[config.mk]
export PLATFORM = sky130hd
export DESIGN_NAME = game_ctrl
export DESIGN_NICKNAME = d
export VERILOG_FILES = /design/src/rtl/game_ctrl.sv
export SDC_FILE = /design/constraint.sdc
export NUM_CORES = 1
export LEC_CHECK = 0
export ABC_AREA = 1
export CAP_MARGIN = 20
export CORE_MARGIN = 2
export CORE_UTILIZATION = 59
export CTS_CLUSTER_SIZE = 10
export DETAILED_ROUTE_END_ITERATION = 10
export PLACE_DENSITY = 0.85
export SLEW_MARGIN = 30
export SYNTH_ARGS = -nofsm -noshare
export SYNTH_HDL_FRONTEND = slang
export SYNTH_SLANG_ARGS = --single-unit
[constraint.sdc]
create_clock -name clk -period 3.58 [get_ports clk]
set_input_delay 0.895 -clock clk [delete_from_list [all_inputs] [get_ports clk]]
set_output_delay 0.895 -clock clk [all_outputs]
set_load 0.02 [all_outputs]
[src/rtl/game_ctrl.sv]
// Game-flow controller: start/play/hit/over sequencing, lives, saturating score
// and enemy-kill pulses. Collisions are gathered per pixel and acted on at frame_i.
module game_ctrl #(
    parameter int unsigned LIVES_INIT = 3,
    parameter int unsigned HIT_FRAMES = 60,
    parameter int unsigned SCORE_MAX  = 9999
) (
    input  logic        clk,
    input  logic        rst,
    input  logic        start_i,
    input  logic        frame_i,
    input  logic        disp_i,
    input  logic        me_alpha_i,
    input  logic        enemy1_alpha_i,
    input  logic        bullet_alpha_i,
    output logic [1:0]  state_o,
    output logic        run_en_o,
    output logic        blink_o,
    output logic        enemy_kill_o,
    output logic [1:0]  lives_o,
    output logic [13:0] score_o
);

    typedef enum logic [1:0] {
        S_IDLE = 2'd0,
        S_PLAY = 2'd1,
        S_HIT  = 2'd2,
        S_OVER = 2'd3
    } state_t;

    localparam logic [1:0]  LIVES_L = 2'(LIVES_INIT);
    localparam logic [7:0]  HIT_L   = 8'(HIT_FRAMES);
    localparam logic [13:0] SMAX_L  = 14'(SCORE_MAX);

    state_t      state_q, state_d;
    logic [1:0]  lives_q, lives_d;
    logic [13:0] score_q, score_d;
    logic [7:0]  cnt_q, cnt_d;
    logic        phit_q, phit_d;
    logic        ehit_q, ehit_d;
    logic        start_q, start_d;
    logic        arm_q, arm_d;
    logic        kill_q, kill_d;
    logic        run_en_q, run_en_d;
    logic        blink_q, blink_d;
    logic        start_evt;

    // arm_q stays low after reset until start_i is seen low, so a button held
    // through reset cannot produce a start edge.
    assign start_evt = start_i & ~start_q & arm_q;

    always_comb begin
        // NOTE: every next-state signal gets a default here so no latch is inferred.
        state_d = state_q;
        lives_d = lives_q;
        score_d = score_q;
        cnt_d   = cnt_q;
        kill_d  = 1'b0;
        start_d = start_i;
        arm_d   = arm_q | ~start_i;

        if (frame_i) begin
            phit_d = 1'b0;
            ehit_d = 1'b0;
        end else begin
            phit_d = phit_q | (disp_i & me_alpha_i & enemy1_alpha_i);
            ehit_d = ehit_q | (disp_i & bullet_alpha_i & enemy1_alpha_i);
        end

        case (state_q)
            S_IDLE: begin
                if (start_evt) begin
                    state_d = S_PLAY;
                    lives_d = LIVES_L;
                    score_d = '0;
                    cnt_d   = '0;
                    phit_d  = 1'b0;
                    ehit_d  = 1'b0;
                end
            end
            S_PLAY, S_HIT: begin
                if (frame_i) begin
                    if (ehit_q) begin
                        kill_d = 1'b1;
                        if (score_q < SMAX_L) score_d = score_q + 14'd1;
                    end
                    if (state_q == S_HIT) begin
                        // Hits are ignored while invulnerable.
                        if (cnt_q <= 8'd1) begin
                            cnt_d   = '0;
                            state_d = S_PLAY;
                        end else begin
                            cnt_d = cnt_q - 8'd1;
                        end
                    end else if (phit_q) begin
                        if (lives_q <= 2'd1) begin
                            lives_d = '0;
                            state_d = S_OVER;
                        end else begin
                            lives_d = lives_q - 2'd1;
                            cnt_d   = HIT_L;
                            state_d = S_HIT;
                        end
                    end
                end
            end
            S_OVER: begin
                if (start_evt) state_d = S_IDLE;
            end
            default: state_d = S_IDLE;
        endcase

        run_en_d = (state_d == S_PLAY) || (state_d == S_HIT);
        blink_d  = (state_d == S_HIT) & cnt_d[0];
    end

    // NOTE: sequential state uses non-blocking assignments only.
    always_ff @(posedge clk or posedge rst) begin
        if (rst) begin
            state_q  <= S_IDLE;
            lives_q  <= '0;
            score_q  <= '0;
            cnt_q    <= '0;
            phit_q   <= 1'b0;
            ehit_q   <= 1'b0;
            start_q  <= 1'b0;
            arm_q    <= 1'b0;
            kill_q   <= 1'b0;
            run_en_q <= 1'b0;
            blink_q  <= 1'b0;
        end else begin
            state_q  <= state_d;
            lives_q  <= lives_d;
            score_q  <= score_d;
            cnt_q    <= cnt_d;
            phit_q   <= phit_d;
            ehit_q   <= ehit_d;
            start_q  <= start_d;
            arm_q    <= arm_d;
            kill_q   <= kill_d;
            run_en_q <= run_en_d;
            blink_q  <= blink_d;
        end
    end

    assign state_o      = state_q;
    assign run_en_o     = run_en_q;
    assign blink_o      = blink_q;
    assign enemy_kill_o = kill_q;
    assign lives_o      = lives_q;
    assign score_o      = score_q;

endmodule

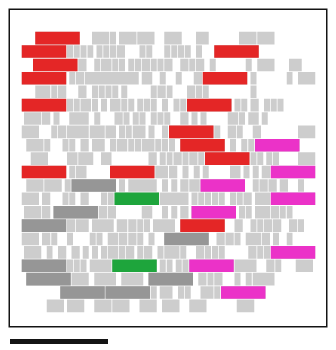
(run_1/flops_by_reg.png)
Bar = 20 µm. Other sequential cells in the stronger gray, the rest of the logic in the fainter gray.
signal	color	sequential cells
state_o	green	2
score_o	red	14
cnt_q	magenta	8
Seq area share: 32.85%
seq pwr: 0.489 mW
final core occ: 73.59%
register area: 825.8 µm²

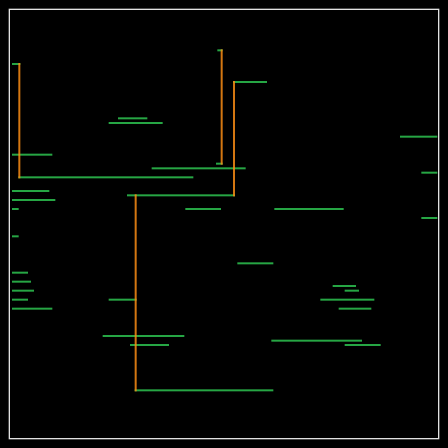
(run_1/wires.png)
Two of the layers only.
layer	color	wire length
metal 3	green	216 µm
metal 4	orange	80.2 µm
GR Util All Layers: 26.26%
WL/cell: 12.54 µm

==> ci_impl_report.md, run 1 <==
### Yosys + OpenROAD results

| Metric | Value |
|---|---|
| Status | `finished clean` |
| # fillers | `269` |
| Routability Congestion | `0.8592` |
| Reg-to-reg slack, setup | `1.23 ns` |
| Clock network area share | `2.887%` |
| Largest net degree at the start of global routing | `34` |
| Unrepaired setup endpoints after global routing | `false` |
| Min-delay src | `arm_q` |
| Clkbuf count | `5` |
| YS chip area | `2138 µm²` |
| DP HPWL | `3444 µm` |
| Worst Path Arrival | `1.55 ns` |
| Min-Delay Endpoint | `arm_q` |
| Setup TNS | `0 ns` |
| Clock Path Buffers | `2` |
| Area leader, netlist | `dfrtp_1` |
| Post-cts sizing count | `0` |
| Share of layout cells above drive strength 1 | `6.587%` |
| VDD IR max | `0.0004442 V` |
| LEAKAGE | `1.286 nW` |
| CP max stage delay | `0.67 ns` |
| Most common cell in the netlist | `nand2_1` |
| Top sig layer | `met4` |
| Inverter count | `42` |
| Synth cell types | `30` |
| Total clock sinks | `33` |
| First-pass DRT Iterations | `4` |
| Worst slew margin | `67.43%` |
| Hold buffer count at cts | `0` |
| Layout non-clock buf frac | `11.45%` |
| Post-synth ARST share | `100.0%` |
| Die height | `64.20 µm` |
| CP Launch Point | `score_o[5]` |
| CP endpoint kind | `output pin` |
| Congestion Overflow GR | `0` |
| Met1 Routed Length | `2238 µm` |
| Pre-Place Util | `62.60%` |
| Commonest cells post-synth | `88 x nand2_1, 39 x inv_1, 38 x nor2_1` |
| Largest cell class | `combinational gates` |
| First-pass GRT wire length | `8438 µm` |
| Hold Crit Depth | `2` |
| Sequential cell area fraction in the yosys report | `38.62%` |
| Final worst path period share | `68.18%` |
| Max-cap violations | `0` |
| Cts bufs inserted | `5` |
| Reg2Reg Launch Point | `state_o[0]` |
| CORE AREA | `3416 µm²` |
| Slowest-stage cell, CP | `clkdlybuf4s50_1` |
| Register bit total from synthesis | `33` |
| Tool warnings | `30` |
| Clock transition at the registers of the reported paths | `0.11 ns` |
| Syn. warnings | `0` |
| Vias/cell | `5.353` |
| Synth Cell Area | `2138 µm²` |
| Endpoints failing hold | `0` |
| WS Path Type | `flip-flop to output pin` |
| Root Buffer | `clkbuf_4` |
| Final min period | `2.441 ns` |
| Chip area | `4122 µm²` |
| CP endpoint | `score_o[5]` |
| Slew @ Worst Pin | `0.4885 ns` |
| DRT Wirelength | `4766 µm` |
| Starting DRT DRC Count | `134` |
| CP startpoint kind | `flip-flop` |
| Buffers outside the clock class | `29` |
| Syn Nets | `320` |
| Comb gates | `223` |
| Synthesized instance count | `304` |
| CTS tree | `built` |
| Area delta synth->final | `17.55%` |
| Power Dens Cells | `596.6 nW/µm²` |
| Fin nets | `350` |
| Die x size | `64.20 µm` |
| Met3 WL | `215 µm` |
| PnR Total Power | `1.500 mW` |
| IO Port Bufs | `28` |
| Post-synth area hogs | `dfrtp_1 39%, nand2_1 15%, nand3_1 7.7%` |
| Well Taps | `46` |
| MI comb area | `1112 µm²` |
| Buf/Inv on CP | `1` |
| DRC violation count after routing | `0` |
| CP Depth | `1` |
| Syn Area/Cell | `7.034 µm²` |
| FF-to-FF path depth | `9` |
| Busiest grt layer | `met2` |
| H-tree depth | `2` |
| Setup-failing EPs final | `0` |
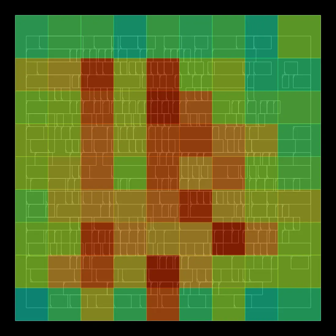
(run_1/congestion.png)
GR Util met1: 34.97%
met2 Use GR: 42.06%

## run 1: state kept, by name, indices dropped and copies added, names as in the netlist, 2 cells and up
name,cells
score_o,14
state_o,2
cnt_q,8
lives_o,2
## run 1: cell families (layout without fill, tap and decap cells)
logic type,Yosys count,count (layout),synth area share (%)
buffers and inverters,48,78,9.362
AND/OR/NAND/NOR,181,181,36.81
AND-OR/OR-AND,28,28,8.075
adder cells (fa/ha/maj),8,8,4.681
flip-flops,33,33,38.62
XOR/XNOR,6,6,2.458
## run 1: per-stage QoR
step           area, µm²  util, %  cells  setup slack (ns)  hold slack, ns
2_1_floorplan       2138        -    304             1.698          0.4473
3_3_place_gp        2441    71.47    373             1.026          0.4679
3_5_place_dp        2441    71.47    373            0.9792          0.4687
4_1_cts             2514    73.59    380             1.136          0.4969
5_1_grt             2514    73.59    380            0.9446          0.5237
6_report            2514    73.59    380             1.139          0.4953
## run 1: layout by cell type, fill, tap and decap left out, types with 2 or more instances in the layout
| cell type | Yosys | routed |
|---|---|---|
| o21ai_0 | 15 | 15 |
| inv_2 | 2 | 2 |
| clkdlybuf4s50_1 | 0 | 28 |
| clkbuf_4 | 0 | 5 |
| o22ai_1 | 2 | 2 |
| nand2_2 | 4 | 4 |
| nand3_1 | 33 | 33 |
| a21oi_4 | 2 | 2 |
| nor2_1 | 38 | 38 |
| nor2_2 | 2 | 2 |
| xor2_1 | 6 | 6 |
| dfrtp_1 | 33 | 33 |
| nand4_1 | 8 | 8 |
| nand2_1 | 88 | 88 |
| nor3_1 | 3 | 3 |
| inv_1 | 39 | 39 |
| ha_1 | 8 | 8 |
| a21oi_1 | 5 | 5 |
## run 1: where the power goes
part           internal [mW]  switching [mW]
Combinational          0.240           0.497
Clock                  0.142           0.132
Sequential             0.432          0.0577
Total                  0.814           0.686
==> run_1/logic_types.png <==
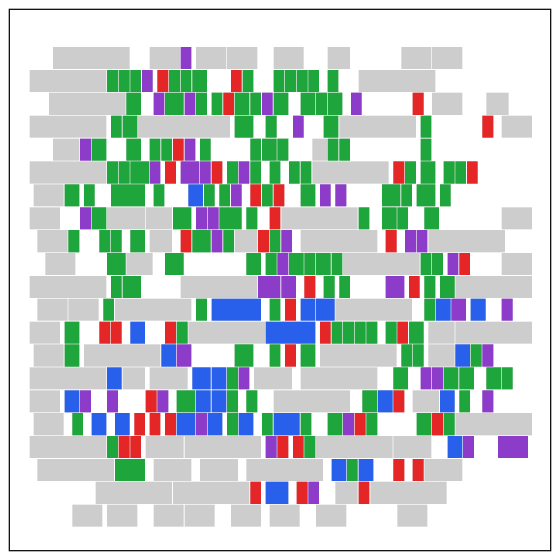

## Run 2: what changed since run 1
--- a/config.mk
+++ b/config.mk
@@ -8,10 +8,10 @@
 export ABC_AREA = 1
 export CAP_MARGIN = 20
 export CORE_MARGIN = 2
-export CORE_UTILIZATION = 59
+export CORE_UTILIZATION = 49
 export CTS_CLUSTER_SIZE = 10
 export DETAILED_ROUTE_END_ITERATION = 10
-export PLACE_DENSITY = 0.85
+export PLACE_DENSITY = 0.75
 export SLEW_MARGIN = 30
 export SYNTH_ARGS = -nofsm -noshare
 export SYNTH_HDL_FRONTEND = slang
==> constraint.sdc (replaced) <==
create_clock -name clk -period 2.15 [get_ports clk]
set_input_delay 0.5375 -clock clk [delete_from_list [all_inputs] [get_ports clk]]
set_output_delay 0.5375 -clock clk [all_outputs]
set_load 0.02 [all_outputs]
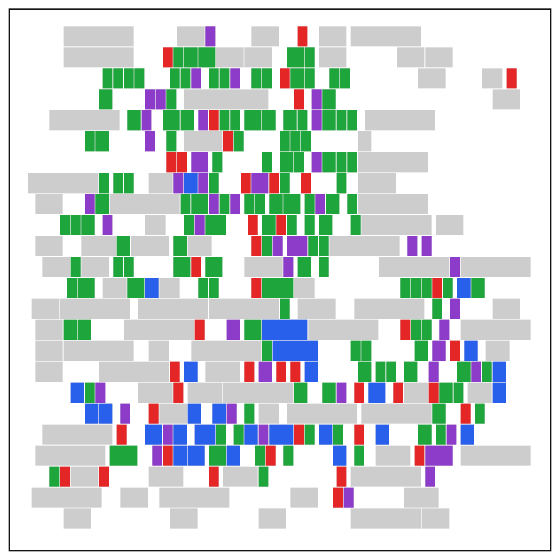
(run_2/logic_types.png)
family	color	cells
aoi and oai cells	blue	28
nand cells	green	136
inv cells	red	42
nor cells	purple	45
Top cell excl fill/tap: nand2_1
fin cells: 391
Comb/total area: 42.95%

==> run 2 against run 1 <==
- register-to-register slack worse by 1.0 ns
- cell area is 3.0% higher
- clock skew is 0.0018 ns lower
- global-route usage is 5.2 points lower
- sequential share of layout area is 0.97 points lower
- worst setup slack worse by 0.97 ns
- total power is 78% higher
- non-clock buffer count is 5 higher
- clock power is 110% higher
- combinational power is 76% higher
- worst hold slack worse by 0.012 ns
- critical endpoint unchanged
- largest cell class unchanged
- largest power group unchanged
- highest routed layer unchanged
==> ci_impl_report.md, run 2 <==
### Yosys + OpenROAD results

| Metric | Value |
|---|---|
| Starting DRT DRC Count | `124` |
| First-pass DRT Iterations | `4` |
| Die x size | `70.06 µm` |
| Slowest-stage cell, CP | `clkdlybuf4s50_1` |
| Post-cts sizing count | `0` |
| EDFF count, synth | `0` |
| H-tree depth | `2` |
| Setup-failing EPs final | `0` |
| Antenna violations before repair | `0` |
| Fin nets | `355` |
| CP endpoint kind | `output pin` |
| WS Path Type | `flip-flop to output pin` |
| Routed Antenna Nets | `0` |
| IO Port Bufs | `28` |
| Slew @ Worst Pin | `0.4320 ns` |
| Share of layout cells above drive strength 1 | `7.965%` |
| Met1 Routed Length | `2224 µm` |
| Hold Crit Depth | `2` |
| Register bit total from synthesis | `33` |
| Vias/cell | `5.038` |
| Capturing point of the worst reg2reg path | `run_en_o` |
| Worst Path Arrival | `1.44 ns` |
| PnR Total Power | `2.664 mW` |
| Tool warnings | `30` |
| Max-cap violations | `0` |
| Crit path max-delay family | `buffers and inverters` |
| Setup TNS | `0 ns` |
| Total clock sinks | `33` |
| Final instance area | `2590 µm²` |
| Number of global-route vias before repair | `1876` |
| Worst slew margin | `71.20%` |
| GR Util All Layers | `21.03%` |
| Cells in synth_stat.txt | `304` |
| YS chip area | `2138 µm²` |
| # fillers | `396` |
| Post-synth area hogs | `dfrtp_1 39%, nand2_1 15%, nand3_1 7.7%` |
| Io pins | `29` |
| DP HPWL | `3411 µm` |
| Buf/Inv on CP | `1` |
| Top sig layer | `met4` |
| Pre-Place Util | `50.15%` |
| Syn. warnings | `0` |
| CP Launch Point | `score_o[5]` |
| Reg2Reg Launch Point | `cnt_q[0]` |
| Main synth FF type | `dfrtp_1` |
| Cts bufs inserted | `5` |
| Cell Area, Placed | `2486 µm²` |
| Commonest cells post-synth | `88 x nand2_1, 39 x inv_1, 38 x nor2_1` |
| LEAKAGE | `1.323 nW` |
| Area delta synth->final | `21.12%` |
| Layout Skew | `0.01220 ns` |
| Worst min path class | `flip-flop to flip-flop` |
| Dominant logic cell types in the final layout | `88 x nand2_1, 39 x inv_1, 38 x nor2_1` |
| Metal2 WL | `2173 µm` |
| Syn Nets | `320` |
| Sequential cell area fraction in the yosys report | `38.62%` |
| CP startpoint kind | `flip-flop` |
| Post-synth ARST share | `100.0%` |
| Largest register FFs | `14` |
| Synth Cell Area | `2138 µm²` |
| Antenna diodes | `0` |
| CORE AREA | `4264 µm²` |
| Clock latency on the worst-skew pair | `0.29 ns` |
| Final min period | `1.977 ns` |
| Congestion Overflow GR | `0` |
| VDD IR max | `0.0006301 V` |
| Clock transition at the registers of the reported paths | `0.07 ns` |
| Die height | `70.06 µm` |
| Largest net degree at the start of global routing | `34` |
| CTS tree | `built` |
| First-pass GRT wire length | `8362 µm` |
| Routability Congestion | `0.8271` |
| Inst Count DP | `384` |
| Hold buffer count at cts | `0` |
| Postcts setup bufs | `0` |
| Clock Path Buffers | `2` |
| Min-delay src | `arm_q` |
| Final core occ | `60.74%` |
| Max FO, Critical Path | `8` |
| Worst EP required | `1.61 ns` |
| Post-Place Worst Slack | `0.06293 ns` |
| Synthesized instance count | `304` |
| Fmax | `505.9 MHz` |
| Chip area | `4908 µm²` |
| Power Dens Cells | `1028 nW/µm²` |
| Unrepaired setup endpoints after global routing | `false` |
| Met3 WL | `197 µm` |
| Most common cell in the netlist | `nand2_1` |
| Area leader, netlist | `dfrtp_1` |
| DRC violation count after routing | `0` |
| CP Depth | `1` |
| Reg-to-reg slack, setup | `0.20 ns` |
| Crit-path cells | `clkdlybuf4s50_1` |
| Post-layout worst setup margin | `0.1734 ns` |
| Syn Area/Cell | `7.034 µm²` |
| CP endpoint | `score_o[5]` |
| Max Slew Vio Count | `0` |
| Endpoints failing hold | `0` |
| Rows | `24` |
| Root Buffer | `clkbuf_8` |
| Final worst path period share | `91.93%` |
| Synth top area share | `38.62%` |
| Synth cell types | `30` |
| CP max stage delay | `0.66 ns` |
| Status | `finished clean` |
| FF-to-FF path depth | `11` |
| Hold slack | `0.4836 ns` |
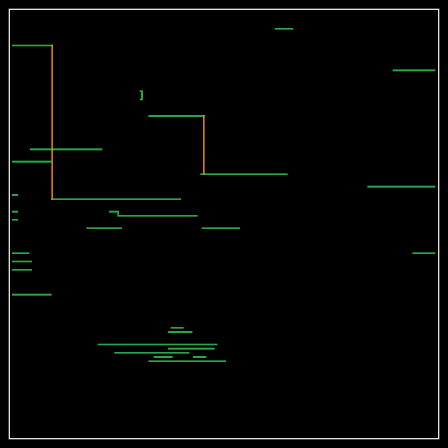
(run_2/wires.png)
Two of the layers only.
layer	color	wire length
metal 4	orange	34.7 µm
metal 3	green	198 µm
WL/cell: 11.84 µm
Vias: 1970
DRT Wirelength: 4631 µm

run 2: worst min-delay path by stage:
stage                        to  slack, ns
after detailed placement  arm_q       0.47
after CTS                 arm_q       0.49
final                     arm_q       0.48
after floorplan           arm_q       0.45
after global routing      arm_q       0.52
after global placement    arm_q       0.47
run 2: cell type report:
cell class                      count  area (µm²)  share of cell area (%)
Clock buffer                        5       68.82                   2.657
Sequential cell                    33       825.8                   31.88
Multi-Input combinational cell    223        1112                   42.95
Timing Repair Buffer               34       325.3                   12.56
Clock inverter                      2       35.03                   1.353
Inverter                           42       157.7                   6.087
Tap cell                           52       65.06                   2.512
run 2: logic make-up (layout without fill, tap and decap cells):
logic type               after synthesis  after routing  synth area share, %
XOR/XNOR                               6              6                2.458
buffers and inverters                 48             83                9.362
AND-OR/OR-AND                         28             28                8.075
adder cells (fa/ha/maj)                8              8                4.681
flip-flops                            33             33                38.62
AND/OR/NAND/NOR                      181            181                36.81
run 2: routing by layer:
layer / GRT usage, % / up-vias
met3: 4.473 / 4
met4: 4.701 / 0
met1: 28.89 / 889
met5: 0 / -
met2: 34.29 / 44
li1: - / 1033
run 2: power by group:
part           internal [mW]  leakage, nW  total, mW  switching [mW]
clock network          0.337       0.0540      0.565           0.228
registers              0.720        0.440      0.799          0.0793
logic                  0.453        0.830       1.30           0.846
Power and IR drop assume default switching activity.
